==> images/placement.png <==
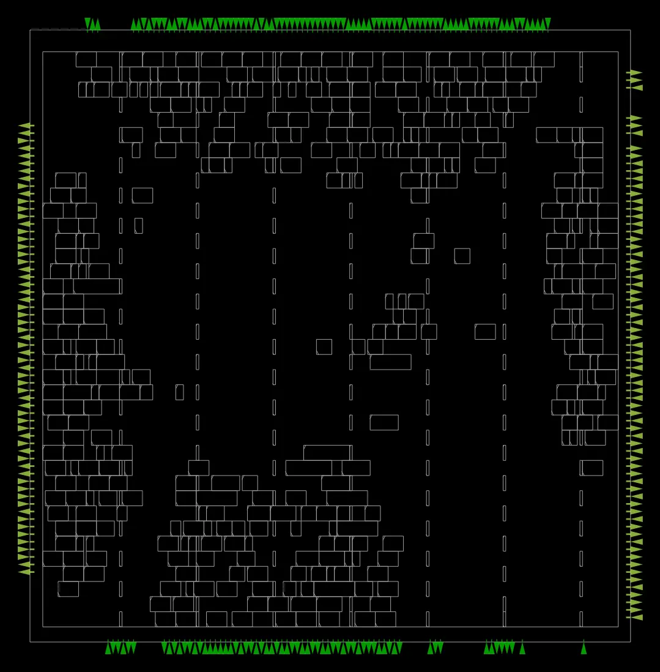
==> images/layer_met3.png <==
The bar under the picture is 20 um long.
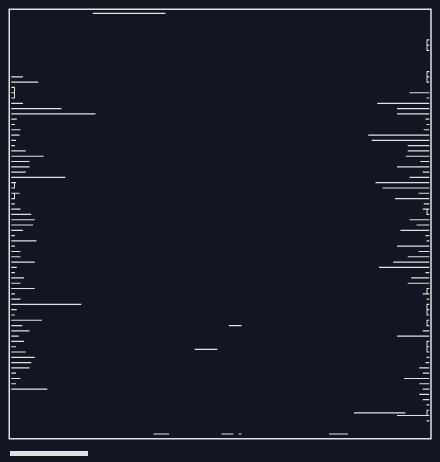
==> images/io_fan.png <==
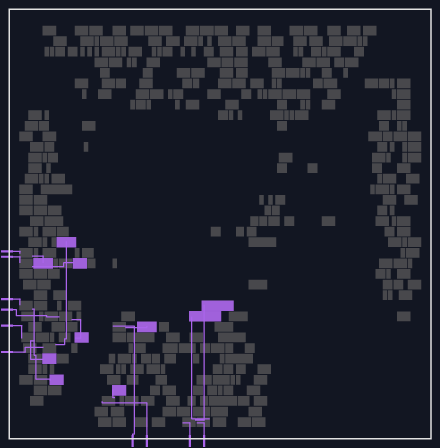
==> images/placement_by_type.png <==
Fill, decap, tap and diode cells in grey.
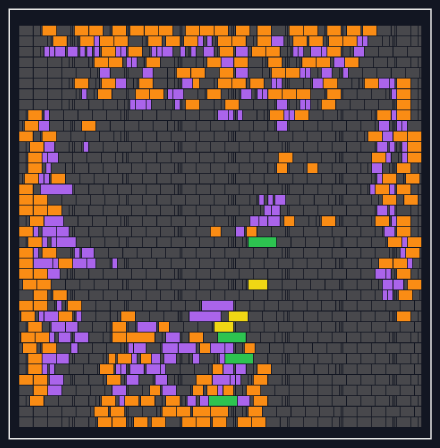
**src/rtl/blockmem_2p_arbiter.sv**
```systemverilog
// Two-requester front end for a simple dual-port block memory: independent round-robin
// arbitration of the write port (A) and the read port (B), with the read data routed to its issuer.
module blockmem_2p_arbiter #(
  parameter int G_DATAWIDTH       = 32,
  parameter int G_MEMDEPTH        = 1024,
  parameter int G_ADDRWIDTH       = $clog2(G_MEMDEPTH),
  parameter int G_WEWIDTH         = ((G_DATAWIDTH-1)/8)+1,
  parameter int G_RD_LATENCY      = 1,
  parameter int G_COLLISION_STALL = 1
) (
  input  logic                   clk,
  input  logic                   rst,
  // requester 0
  input  logic                   m0_wr_valid,
  output logic                   m0_wr_ready,
  input  logic [G_ADDRWIDTH-1:0] m0_waddr,
  input  logic [G_DATAWIDTH-1:0] m0_wdata,
  input  logic [G_WEWIDTH-1:0]   m0_wstrb,
  input  logic                   m0_rd_valid,
  output logic                   m0_rd_ready,
  input  logic [G_ADDRWIDTH-1:0] m0_raddr,
  output logic [G_DATAWIDTH-1:0] m0_rdata,
  output logic                   m0_rvalid,
  // requester 1
  input  logic                   m1_wr_valid,
  output logic                   m1_wr_ready,
  input  logic [G_ADDRWIDTH-1:0] m1_waddr,
  input  logic [G_DATAWIDTH-1:0] m1_wdata,
  input  logic [G_WEWIDTH-1:0]   m1_wstrb,
  input  logic                   m1_rd_valid,
  output logic                   m1_rd_ready,
  input  logic [G_ADDRWIDTH-1:0] m1_raddr,
  output logic [G_DATAWIDTH-1:0] m1_rdata,
  output logic                   m1_rvalid,
  // memory side
  output logic                   ena,
  output logic [G_WEWIDTH-1:0]   wea,
  output logic [G_ADDRWIDTH-1:0] addra,
  output logic [G_DATAWIDTH-1:0] dina,
  output logic                   enb,
  output logic [G_ADDRWIDTH-1:0] addrb,
  input  logic [G_DATAWIDTH-1:0] doutb
);

  // Pointers hold the index of the last granted requester; reset to 1 so m0 wins first.
  logic                   r_ptr_w;
  logic                   r_ptr_r;

  logic                   w_wgnt0;
  logic                   w_wgnt1;
  logic                   w_rsel0;
  logic                   w_rsel1;
  logic                   w_rgnt0;
  logic                   w_rgnt1;
  logic                   w_ena;
  logic                   w_enb;
  logic                   w_collide;
  logic [G_ADDRWIDTH-1:0] w_waddr_win;
  logic [G_ADDRWIDTH-1:0] w_raddr_win;

  logic [G_RD_LATENCY-1:0] r_vld_p;
  logic [G_RD_LATENCY-1:0] r_own_p;

  // Stage p0: combinational arbitration of both ports in the request cycle
  always_comb begin
    w_wgnt0 = 1'b0;
    w_wgnt1 = 1'b0;
    if (!rst) begin
      if (m0_wr_valid && m1_wr_valid) begin
        w_wgnt0 = r_ptr_w;
        w_wgnt1 = !r_ptr_w;
      end else begin
        w_wgnt0 = m0_wr_valid;
        w_wgnt1 = m1_wr_valid;
      end
    end
  end

  always_comb begin
    w_rsel0 = 1'b0;
    w_rsel1 = 1'b0;
    if (!rst) begin
      if (m0_rd_valid && m1_rd_valid) begin
        w_rsel0 = r_ptr_r;
        w_rsel1 = !r_ptr_r;
      end else begin
        w_rsel0 = m0_rd_valid;
        w_rsel1 = m1_rd_valid;
      end
    end
  end

  assign w_ena       = w_wgnt0 | w_wgnt1;
  assign w_waddr_win = w_wgnt1 ? m1_waddr : m0_waddr;
  assign w_raddr_win = w_rsel1 ? m1_raddr : m0_raddr;

  // A read that targets the address being written this cycle waits one cycle so it sees the new data.
  assign w_collide = (G_COLLISION_STALL != 0) && w_ena && (w_rsel0 || w_rsel1) &&
                     (w_raddr_win == w_waddr_win);

  assign w_rgnt0 = w_rsel0 && !w_collide;
  assign w_rgnt1 = w_rsel1 && !w_collide;
  assign w_enb   = w_rgnt0 | w_rgnt1;

  assign m0_wr_ready = w_wgnt0;
  assign m1_wr_ready = w_wgnt1;
  assign m0_rd_ready = w_rgnt0;
  assign m1_rd_ready = w_rgnt1;

  assign ena   = w_ena;
  assign wea   = w_wgnt0 ? m0_wstrb : (w_wgnt1 ? m1_wstrb : '0);
  assign addra = rst ? '0 : w_waddr_win;
  assign dina  = rst ? '0 : (w_wgnt1 ? m1_wdata : m0_wdata);
  assign enb   = w_enb;
  assign addrb = rst ? '0 : w_raddr_win;

  always_ff @(posedge clk) begin
    if (rst) begin
      r_ptr_w <= 1'b1;
      r_ptr_r <= 1'b1;
    end else begin
      if (w_ena) r_ptr_w <= w_wgnt1;
      if (w_enb) r_ptr_r <= w_rgnt1;
    end
  end

  // Stages p1..pN: return pipe tracking read owner, aligned with the memory read latency
  always_ff @(posedge clk) begin
    if (rst) begin
      r_vld_p <= '0;
    end else begin
      r_vld_p[0] <= w_enb;
      for (int i = 1; i < G_RD_LATENCY; i++) begin
        r_vld_p[i] <= r_vld_p[i-1];
      end
    end
  end

  always_ff @(posedge clk) begin
    r_own_p[0] <= w_rgnt1;
    for (int i = 1; i < G_RD_LATENCY; i++) begin
      r_own_p[i] <= r_own_p[i-1];
    end
  end

  assign m0_rvalid = !rst && r_vld_p[G_RD_LATENCY-1] && !r_own_p[G_RD_LATENCY-1];
  assign m1_rvalid = !rst && r_vld_p[G_RD_LATENCY-1] &&  r_own_p[G_RD_LATENCY-1];
  assign m0_rdata  = doutb;
  assign m1_rdata  = doutb;

endmodule

```
**config.mk**
```make
export PLATFORM = sky130hd
export DESIGN_NAME = blockmem_2p_arbiter
export DESIGN_NICKNAME = d
export VERILOG_FILES = /design/src/rtl/blockmem_2p_arbiter.sv
export SDC_FILE = /design/constraint.sdc
export NUM_CORES = 1
export LEC_CHECK = 0
export CAP_MARGIN = 30
export CORE_AREA = 2 2 106 108
export DETAILED_ROUTE_END_ITERATION = 10
export DIE_AREA = 0 0 108 110
export GPL_ROUTABILITY_DRIVEN = 0
export PLACE_DENSITY = 0.6
export SLEW_MARGIN = 20
export SYNTH_ARGS = -nofsm -noshare
export SYNTH_HDL_FRONTEND = slang
export SYNTH_SLANG_ARGS = --single-unit
```
**constraint.sdc**
```tcl
create_clock -name clk -period 4.6 [get_ports clk]
set_clock_uncertainty 0.1 [all_clocks]
set_input_delay 0.92 -clock clk [delete_from_list [all_inputs] [get_ports clk]]
set_output_delay 0.92 -clock clk [all_outputs]
set_load 0.01 [all_outputs]
```
==> notes.org <==
#+TITLE: Synthesis and PnR summary

** Synthesis
- Library cells used by synthesis :: 29
- The cell area that synthesis handed to floorplanning was 0.00168 mm^2.
- YS warnings :: 0
- Mux share of post-synthesis cell area :: 11.9%
- Register share after synthesis :: around 4.8%
- Synthesis inferred 4 register bits.
- Share of flip-flops with an asynchronous set or reset :: 0%
- Post-Synthesis Net Count :: just over 400
- A synthesized cell averages 6.47 um^2.
- Post-synth area hogs :: buf_4 (29%), nand2_1 (14%), nand3b_1 (14%), mux2i_1 (12%), nor2_1 (5.4%)
- Aoi/oai-family share of the synthesized area :: roughly 4.6%
- Simple-gate portion of the synthesized area :: 40.3%
- Share of synthesized cell area in full adder, half adder and majority cells :: 0%
- Cell with the most instances after synthesis :: nand2_1
- Grouping non-sequential cells by family puts the most area in simple AND/OR/NAND/NOR gates.
- Biggest area consumer among synthesized cells :: buf_4
- Chip Area, Yosys :: 0.00168 mm^2
- Most frequently used flop master after synthesis :: dfxtp_1
- In this run, the synthesized area fraction spent on xor and xnor cells is recorded as 5.20%.

** Global route
- Maximum number of pins on one net before global-route repair :: 38
- The via count of the first global-routing pass was just under 2000.
- Met2 global-route usage :: a little under a fifth
- The global router reports that the layer with the highest usage is met2.
- Global routing used 10.1% of the available tracks across all layers.
- Routing resource usage on met1 recorded by global route was 11.4%.
- First-pass GRT wire length :: about 9.7 mm

** Layout
- Final-layout fill cell count :: 1133
- Most frequent logic cell in the layout :: clkdlybuf4s50_1
- Final Net Count :: 534
- In the final layout, flip-flops and latches occupy between 80 and 90 um^2.
- Top logic cells by instance count in the layout :: clkdlybuf4s50_1 (178), nand2_1 (65), nand3b_1 (32)
- Post-Layout Cell Count :: around 520
- The post-route netlist has 8.90% of its cells at a drive strength greater than 1.
- Compared with the post-synthesis result, the final layout area differs by 99.7%.
- Relative area of clock buffers and inverters in the final design :: 1.23%
- Inverters :: 2
- Per the layout area report, the combinational gate area comes to 0.00110 mm^2.
- Of the total standard cell area in the layout, the multi-input combinational portion is 32.8%.

** Job
- Max-capacitance violation count :: 0
- The stage logs contain a warning count of 27.

** Floorplanning
- Height of the die :: 110 um

** Critical path
- Largest stage delay, worst path :: around 0.50 ns
- The data required time reported for the critical path is 3.58 ns.
- Worst-path cell with the longest stage delay :: clkdlybuf4s50_1
- Total number of cells along the worst setup path :: 11
- STA classifies the critical path endpoint as an output pin.
- The worst register-to-register path depth is 9.
- Critical Path AT :: 3.47 ns
- Worst r2r src :: r_ptr_r
- Category of the critical setup timing path :: in2out

** STA
- Slew at the pin closest to its max-slew limit :: between 0.4 and 0.5 ns
- For this run, the top clock speed supported by timing is 223 MHz.
- Across all checked pins, the minimum headroom to the slew limit is 72.1%.
- In the finished design, the share of the clock period the worst path needs comes to a little over nine tenths.
- Setup slack of the critical path after layout :: 0.114 ns
- In the final timing run, aggregate negative setup slack is 0 ns.
- The tightest hold path in the finished design has a slack of between 0.4 and 0.5 ns.
- Counting pins that exceed their max-slew limit in the final report gives 0.

** Pwr
- In the power breakdown, the biggest contributor is combinational cells.
- The power report attributes to the clock group a share of 17.5%.
- Summed over all combinational cells, the power is 0.319 mW.
- The power report shows net switching accounting for 31.5% of the total.
- Net load switching power :: around 0.14 mW
- Cell internal pwr :: 0.297 mW
- After layout, the design draws a total of about 0.43 mW.
- The analysis reports a worst IR drop on VDD of 37.1 uV.
- Power attributed to the clock group is 0.0760 mW.

** Clock tree
- The number of clock sinks came to 4.
- The number of clock buffers added by TritonCTS is 3.
- Clock-pin slew was measured on the worst setup and hold paths at 0.03 ns.

** Detailed routing
- Post-Route M1 WL :: 2.68 mm
- Total iterations of the first detailed-routing run :: 4
- The detail route stage leaves a number of antenna-violating nets equal to 0.
- After detailed routing, the number of vias per cell comes to 4.00.

** Placement
- Post-detail-place hpwl :: 5.73 mm

** Status
- The flow ran to the end, and the final reports show no timing, DRC or antenna violations.

** Worst hold path
- Looking at hold timing, the worst path starts from r_ptr_w.
- The endpoint of the worst hold path is reported as r_ptr_w.
About placement.png:
number of flip-flops and latches: 4
Rows: 38

About layer_met3.png:
wire length on this layer = 541 um
share of all routed wire = 7.6%
total wirelength of the detailed-routed design: 7.14 mm
number of vias after detailed routing: 2086
met3 layer usage reported by global route: 1.76%

About io_fan.png:
purple -> `m0_raddr`  # bits 10, direction input, edge 6 west, 4 south, end cells 10, wire 261 um
Port Buf Inserts: 181
total I/O pin count: 278

About placement_by_type.png:
yellow -> clock drivers  # cells 3
green -> sequential cells  # cells 4
purple -> combinational and other logic  # cells 177
orange -> remaining buffers and delay cells  # cells 198
post-route core utilization: 31.4%
post-route cell area: 0.00336 mm^2
core box area: 0.0107 mm^2
register share of the cell area: 2.38%

Power figures rest on the tool's default switching activity, not on a simulated workload.
